**Run 1: clock routing**

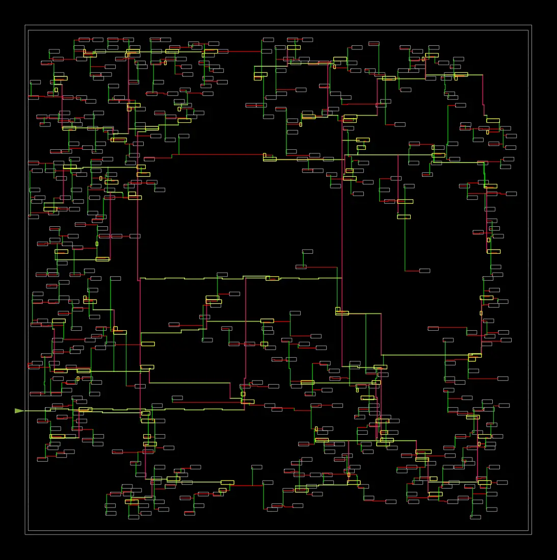
**Run 1: wire density map**

Bar = 100 um. The die is cut into 36 by 36 equal tiles; dark blue is low, red is high, scaled to the fullest tile. Values are wire area over tile area, all layers added.
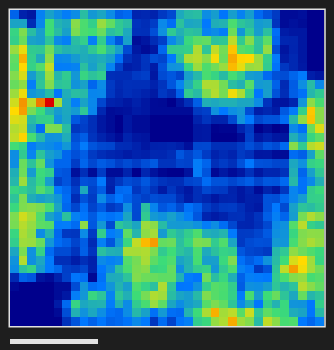
**Run 1: cells coloured by class**

Fill, decap, tap and diode cells in grey.
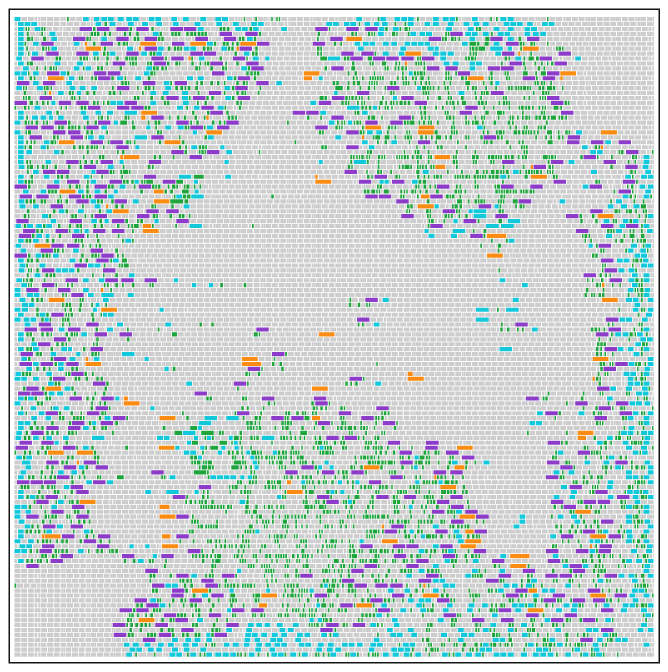
===== src/rtl/wb_trap_commit.sv =====
// Writeback/commit stage: registers RF/CSR writes, branch redirects and retire count, and
// sequences trap entry (mepc, mcause, mtval writes, then redirect to mtvec).
module wb_trap_commit #(
    parameter int unsigned XLEN        = 64,
    parameter int unsigned CNT_W       = 64,
    parameter bit          VECTORED_EN = 1'b1
) (
    input  logic             CLK,
    input  logic             RESET,
    input  logic             WB_V,
    input  logic [31:0]      WB_IR,
    input  logic [XLEN-1:0]  WB_PC,
    input  logic [XLEN-1:0]  WB_NPC,
    input  logic [XLEN-1:0]  WB_ALU_RESULT,
    input  logic [XLEN-1:0]  WB_MEM_RESULT,
    input  logic [XLEN-1:0]  WB_RFD,
    input  logic [XLEN-1:0]  WB_CSRFD,
    input  logic [4:0]       WB_DRID,
    input  logic             WB_PC_MUX,
    input  logic [7:0]       WB_EXC,
    input  logic [XLEN-1:0]  WB_TVAL,
    input  logic             TIMER,
    input  logic             EXTERNAL,
    input  logic             MIE,
    input  logic [XLEN-1:0]  MTVEC,
    output logic [XLEN-1:0]  WB_RF_DATA,
    output logic [4:0]       WB_DRID_OUT,
    output logic             WB_LD_REG,
    output logic [XLEN-1:0]  WB_CSR_DATA,
    output logic [11:0]      WB_CSR_ADDR,
    output logic             WB_ST_CSR,
    output logic             PC_MUX,
    output logic [XLEN-1:0]  WB_BR_JMP_TARGET,
    output logic             WB_FLUSH,
    output logic             WB_STALL,
    output logic [XLEN-1:0]  WB_CAUSE,
    output logic [CNT_W-1:0] WB_INSTRET
);

    typedef enum logic [2:0] {StRun, StSaveEpc, StSaveCause, StSaveTval, StRedirect} state_e;

    state_e          state_q;
    logic [XLEN-1:0] epc_q, tval_q, target_q;

    logic            trap_exc, trap_irq;
    logic [3:0]      exc_code;
    logic [XLEN-1:0] trap_cause, trap_target, rf_sel;
    logic            rf_we, csr_we;
    logic            unused_ir;

    assign unused_ir = ^{WB_IR[19:15], WB_IR[11:7]};

    always_comb begin
        trap_exc = |WB_EXC;
        trap_irq = !trap_exc && MIE && (EXTERNAL || TIMER);

        if      (WB_EXC[0]) exc_code = 4'd1;
        else if (WB_EXC[1]) exc_code = 4'd0;
        else if (WB_EXC[2]) exc_code = 4'd2;
        else if (WB_EXC[3]) exc_code = 4'd11;
        else if (WB_EXC[4]) exc_code = 4'd6;
        else if (WB_EXC[5]) exc_code = 4'd4;
        else if (WB_EXC[6]) exc_code = 4'd7;
        else                exc_code = 4'd5;

        if (trap_irq) trap_cause = {1'b1, {(XLEN-5){1'b0}}, EXTERNAL ? 4'd11 : 4'd7};
        else          trap_cause = {{(XLEN-4){1'b0}}, exc_code};

        // Vectored mode offsets by 4*cause code with the interrupt bit dropped.
        trap_target = {MTVEC[XLEN-1:2], 2'b00};
        if (VECTORED_EN && (MTVEC[1:0] == 2'b01) && trap_irq) begin
            trap_target = trap_target + {trap_cause[XLEN-3:0], 2'b00};
        end

        rf_we  = 1'b1;
        csr_we = 1'b0;
        rf_sel = '0;
        case (WB_IR[6:0])
            7'b0000011: rf_sel = WB_MEM_RESULT;
            7'b0010011, 7'b0110011, 7'b0011011,
            7'b0111011, 7'b0110111, 7'b0010111: rf_sel = WB_ALU_RESULT;
            7'b1101111, 7'b1100111: rf_sel = WB_NPC;
            7'b1110011: begin
                if (WB_IR[14:12] != 3'b000) begin
                    rf_sel = WB_RFD;
                    csr_we = 1'b1;
                end else begin
                    rf_we = 1'b0;
                end
            end
            default: rf_we = 1'b0;
        endcase
    end

    always_ff @(posedge CLK) begin
        if (RESET) begin
            state_q          <= StRun;
            epc_q            <= '0;
            tval_q           <= '0;
            target_q         <= '0;
            WB_RF_DATA       <= '0;
            WB_DRID_OUT      <= '0;
            WB_LD_REG        <= 1'b0;
            WB_CSR_DATA      <= '0;
            WB_CSR_ADDR      <= '0;
            WB_ST_CSR        <= 1'b0;
            PC_MUX           <= 1'b0;
            WB_BR_JMP_TARGET <= '0;
            WB_FLUSH         <= 1'b0;
            WB_STALL         <= 1'b0;
            WB_CAUSE         <= '0;
            WB_INSTRET       <= '0;
        end else begin
            WB_LD_REG <= 1'b0;
            WB_ST_CSR <= 1'b0;
            PC_MUX    <= 1'b0;
            WB_FLUSH  <= 1'b0;
            case (state_q)
                StRun: begin
                    WB_STALL <= 1'b0;
                    if (WB_V && (trap_exc || trap_irq)) begin
                        WB_FLUSH <= 1'b1;
                        WB_STALL <= 1'b1;
                        WB_CAUSE <= trap_cause;
                        epc_q    <= WB_PC;
                        tval_q   <= trap_exc ? WB_TVAL : '0;
                        target_q <= trap_target;
                        state_q  <= StSaveEpc;
                    end else if (WB_V) begin
                        WB_RF_DATA       <= rf_sel;
                        WB_DRID_OUT      <= WB_DRID;
                        WB_LD_REG        <= rf_we && (WB_DRID != 5'd0);
                        if (csr_we) begin
                            WB_ST_CSR   <= 1'b1;
                            WB_CSR_ADDR <= WB_IR[31:20];
                            WB_CSR_DATA <= WB_CSRFD;
                        end
                        PC_MUX           <= WB_PC_MUX;
                        WB_BR_JMP_TARGET <= WB_ALU_RESULT;
                        WB_INSTRET       <= WB_INSTRET + CNT_W'(1);
                    end
                end
                StSaveEpc: begin
                    WB_ST_CSR   <= 1'b1;
                    WB_CSR_ADDR <= 12'h341;
                    WB_CSR_DATA <= epc_q;
                    state_q     <= StSaveCause;
                end
                StSaveCause: begin
                    WB_ST_CSR   <= 1'b1;
                    WB_CSR_ADDR <= 12'h342;
                    WB_CSR_DATA <= WB_CAUSE;
                    state_q     <= StSaveTval;
                end
                StSaveTval: begin
                    WB_ST_CSR   <= 1'b1;
                    WB_CSR_ADDR <= 12'h343;
                    WB_CSR_DATA <= tval_q;
                    state_q     <= StRedirect;
                end
                StRedirect: begin
                    PC_MUX           <= 1'b1;
                    WB_BR_JMP_TARGET <= target_q;
                    WB_STALL         <= 1'b0;
                    state_q          <= StRun;
                end
                default: begin
                    WB_STALL <= 1'b0;
                    state_q  <= StRun;
                end
            endcase
        end
    end

endmodule


===== config.mk =====
export PLATFORM = sky130hd
export DESIGN_NAME = wb_trap_commit
export DESIGN_NICKNAME = d
export VERILOG_FILES = /design/src/rtl/wb_trap_commit.sv
export SDC_FILE = /design/constraint.sdc
export NUM_CORES = 1
export LEC_CHECK = 0
export ABC_AREA = 1
export CORE_AREA = 2 2 356 358
export CTS_CLUSTER_SIZE = 12
export DETAILED_ROUTE_END_ITERATION = 8
export DIE_AREA = 0 0 358 360
export PLACE_DENSITY = 0.51
export SETUP_SLACK_MARGIN = 0.05
export SYNTH_ARGS = -nofsm -noshare
export SYNTH_HDL_FRONTEND = slang
export SYNTH_SLANG_ARGS = --single-unit

===== constraint.sdc =====
create_clock -name CLK -period 3.2 [get_ports CLK]
set_input_delay 0.32 -clock CLK [delete_from_list [all_inputs] [get_ports CLK]]
set_output_delay 0.32 -clock CLK [all_outputs]
set_load 0.02 [all_outputs]

==> impl_metrics.toml, run 1 <==
# generated from flow reports
[timing]
worst_pin_slew_ps = 950
finalClockPeriodUsage = 0.830
finalSetupViolCount = 0
finalWorstPathRequiredPeriod_ps = 2660

[final_layout]
nonClockBufferCount = 973
comb_cells = 2883
n_fill_cell = 13757

[setup_path]
crit_family = "simple AND/OR/NAND/NOR gates"
startpoint_type = "input port"
critPathBufInv = 5

[power]
comb_power_share = 0.198

[cts]
clk_latency_ps = 640
ctsRootBufferMaster = "clkbuf_16"
clk_pin_slew_worst_paths_ps = 60
cts_hold_buf = 0
cts_tree = "yes"

[yosys]
synth_area_um2 = 25000
aoi_share = 0.172
yosysTopAreaCell = "dfxtp_1"

[floorplanning]
die_w_um = 358
die_y_um = 360

[global_route]
grt_pass1_wl_mm = 194

[run_status]
status = "complete, no violations"

[worst_hold_path]
min_path_cells = 2

[routing]
drc = 0
dr.pass1.iters = 6
maxUsedRoutingLayer = "met5"

[place]
dp_hpwl_mm = 109
About 'clock routing':
cts bufs inserted: 66
CTS Sinks: 476

About 'wire density map':
fullest tile	0.59
emptiest ninth of the die	centre
tiles over half the peak	19%
mean over tiles	0.18
nearly empty tiles	5.6%
final wirelength: 139 mm
routed vias: 28.9k

About 'cells coloured by class':
colour	class	cells	share of their area
cyan	remaining buffers and delay cells	973	27%
purple	registers	476	27%
green	remaining logic cells	3237	40%
orange	clock drivers and dummy loads	114	6.0%
Core Region: 125000 um2
Finished Core Util: 0.303
Post-Layout Inst Area: 37800 um2
flop share of the area: 0.252

**Run 1: the metal 3 layer**

Bar = 100 um.
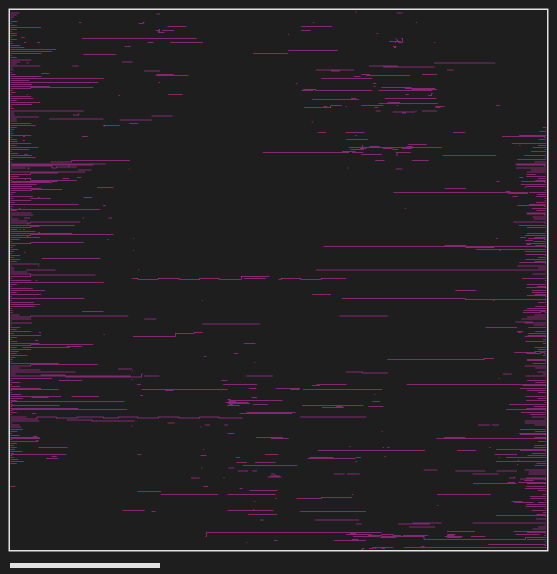

==> run 2: changes to the inputs <==
Clock period 3.2 ns to 2.73 ns, I/O delays scaled along.
**Run 2: the metal 3 layer**

Bar = 100 um.
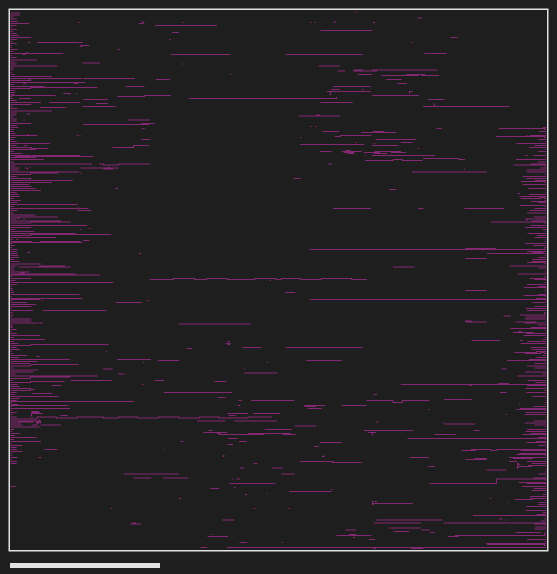
share of all routed wire	6.8%
main direction	horizontal
longest straight run	213 um
wire length on this layer	9480 um
nets with wire on the layer	610
grt met3 use: 0.0487
final wirelength: 140 mm
routed vias: 29.0k

**Run 2: cells coloured by class**

Fill, decap, tap and diode cells in grey.
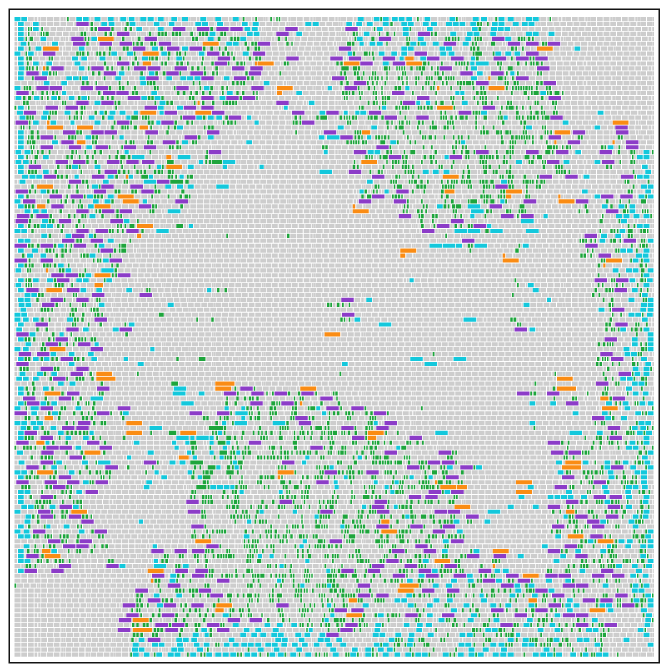
colour	class	cells	share of their area
green	remaining logic cells	3237	39%
purple	registers	476	26%
cyan	remaining buffers and delay cells	1012	28%
orange	clock drivers and dummy loads	118	6.3%
flop share of the area: 0.248
row count: 130
Post-Layout Inst Area: 38500 um2
Finished Core Util: 0.308

**Run 2: wire density map**

Bar = 100 um. The die is cut into 36 by 36 equal tiles; dark blue is low, red is high, scaled to the fullest tile. Values are wire area over tile area, all layers added.
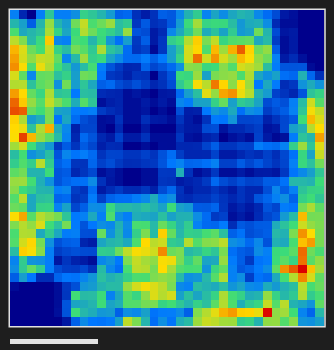
nearly empty tiles	4.9%
mean over tiles	0.18
emptiest ninth of the die	centre
fullest tile	0.52
wire per inst: 21.5 um
GRT Util Overall: 0.207

==> run 2 against run 1 <==
Net effect:
- flip-flop count stayed put
- synthesized cell count is the same
- first-iteration DRC count up 2.4%
- register-to-register slack lost 520 ps
- routed wire length rose by 1.1%
- global-route usage up 0.15 points
- die area is the same
- clock power grew 24%
- cell count rose by 0.74%
- non-clock buffer count up 39
- sequential share of layout area down 0.44 points
- total power rose by 21%
==> impl_metrics.toml, run 2 <==
# generated from flow reports
[cts]
cts_sinks = 476
numCtsBuffers = 66
ctsRootBufferMaster = "clkbuf_16"
cts_tree = "yes"
cts_hold_buf = 1

[setup_path]
startpoint_type = "input port"
critPathBufInv = 4

[power]
comb_power_share = 0.195

[routing]
drc = 0
dr.pass1.iters = 6
maxUsedRoutingLayer = "met5"

[timing]
finalWorstPathRequiredPeriod_ps = 2520
worst_pin_slew_ps = 916

[final_layout]
comb_cells = 2883
nonClockBufferCount = 1012
n_fill_cell = 13722

[global_route]
grt_pass1_wl_mm = 195

[floorplanning]
die_w_um = 358

[run_status]
status = "complete, no violations"

[yosys]
synth_area_um2 = 25000
aoi_share = 0.172
yosysTopAreaCell = "dfxtp_1"

[place]
dp_hpwl_mm = 111
Power and IR drop assume default switching activity.
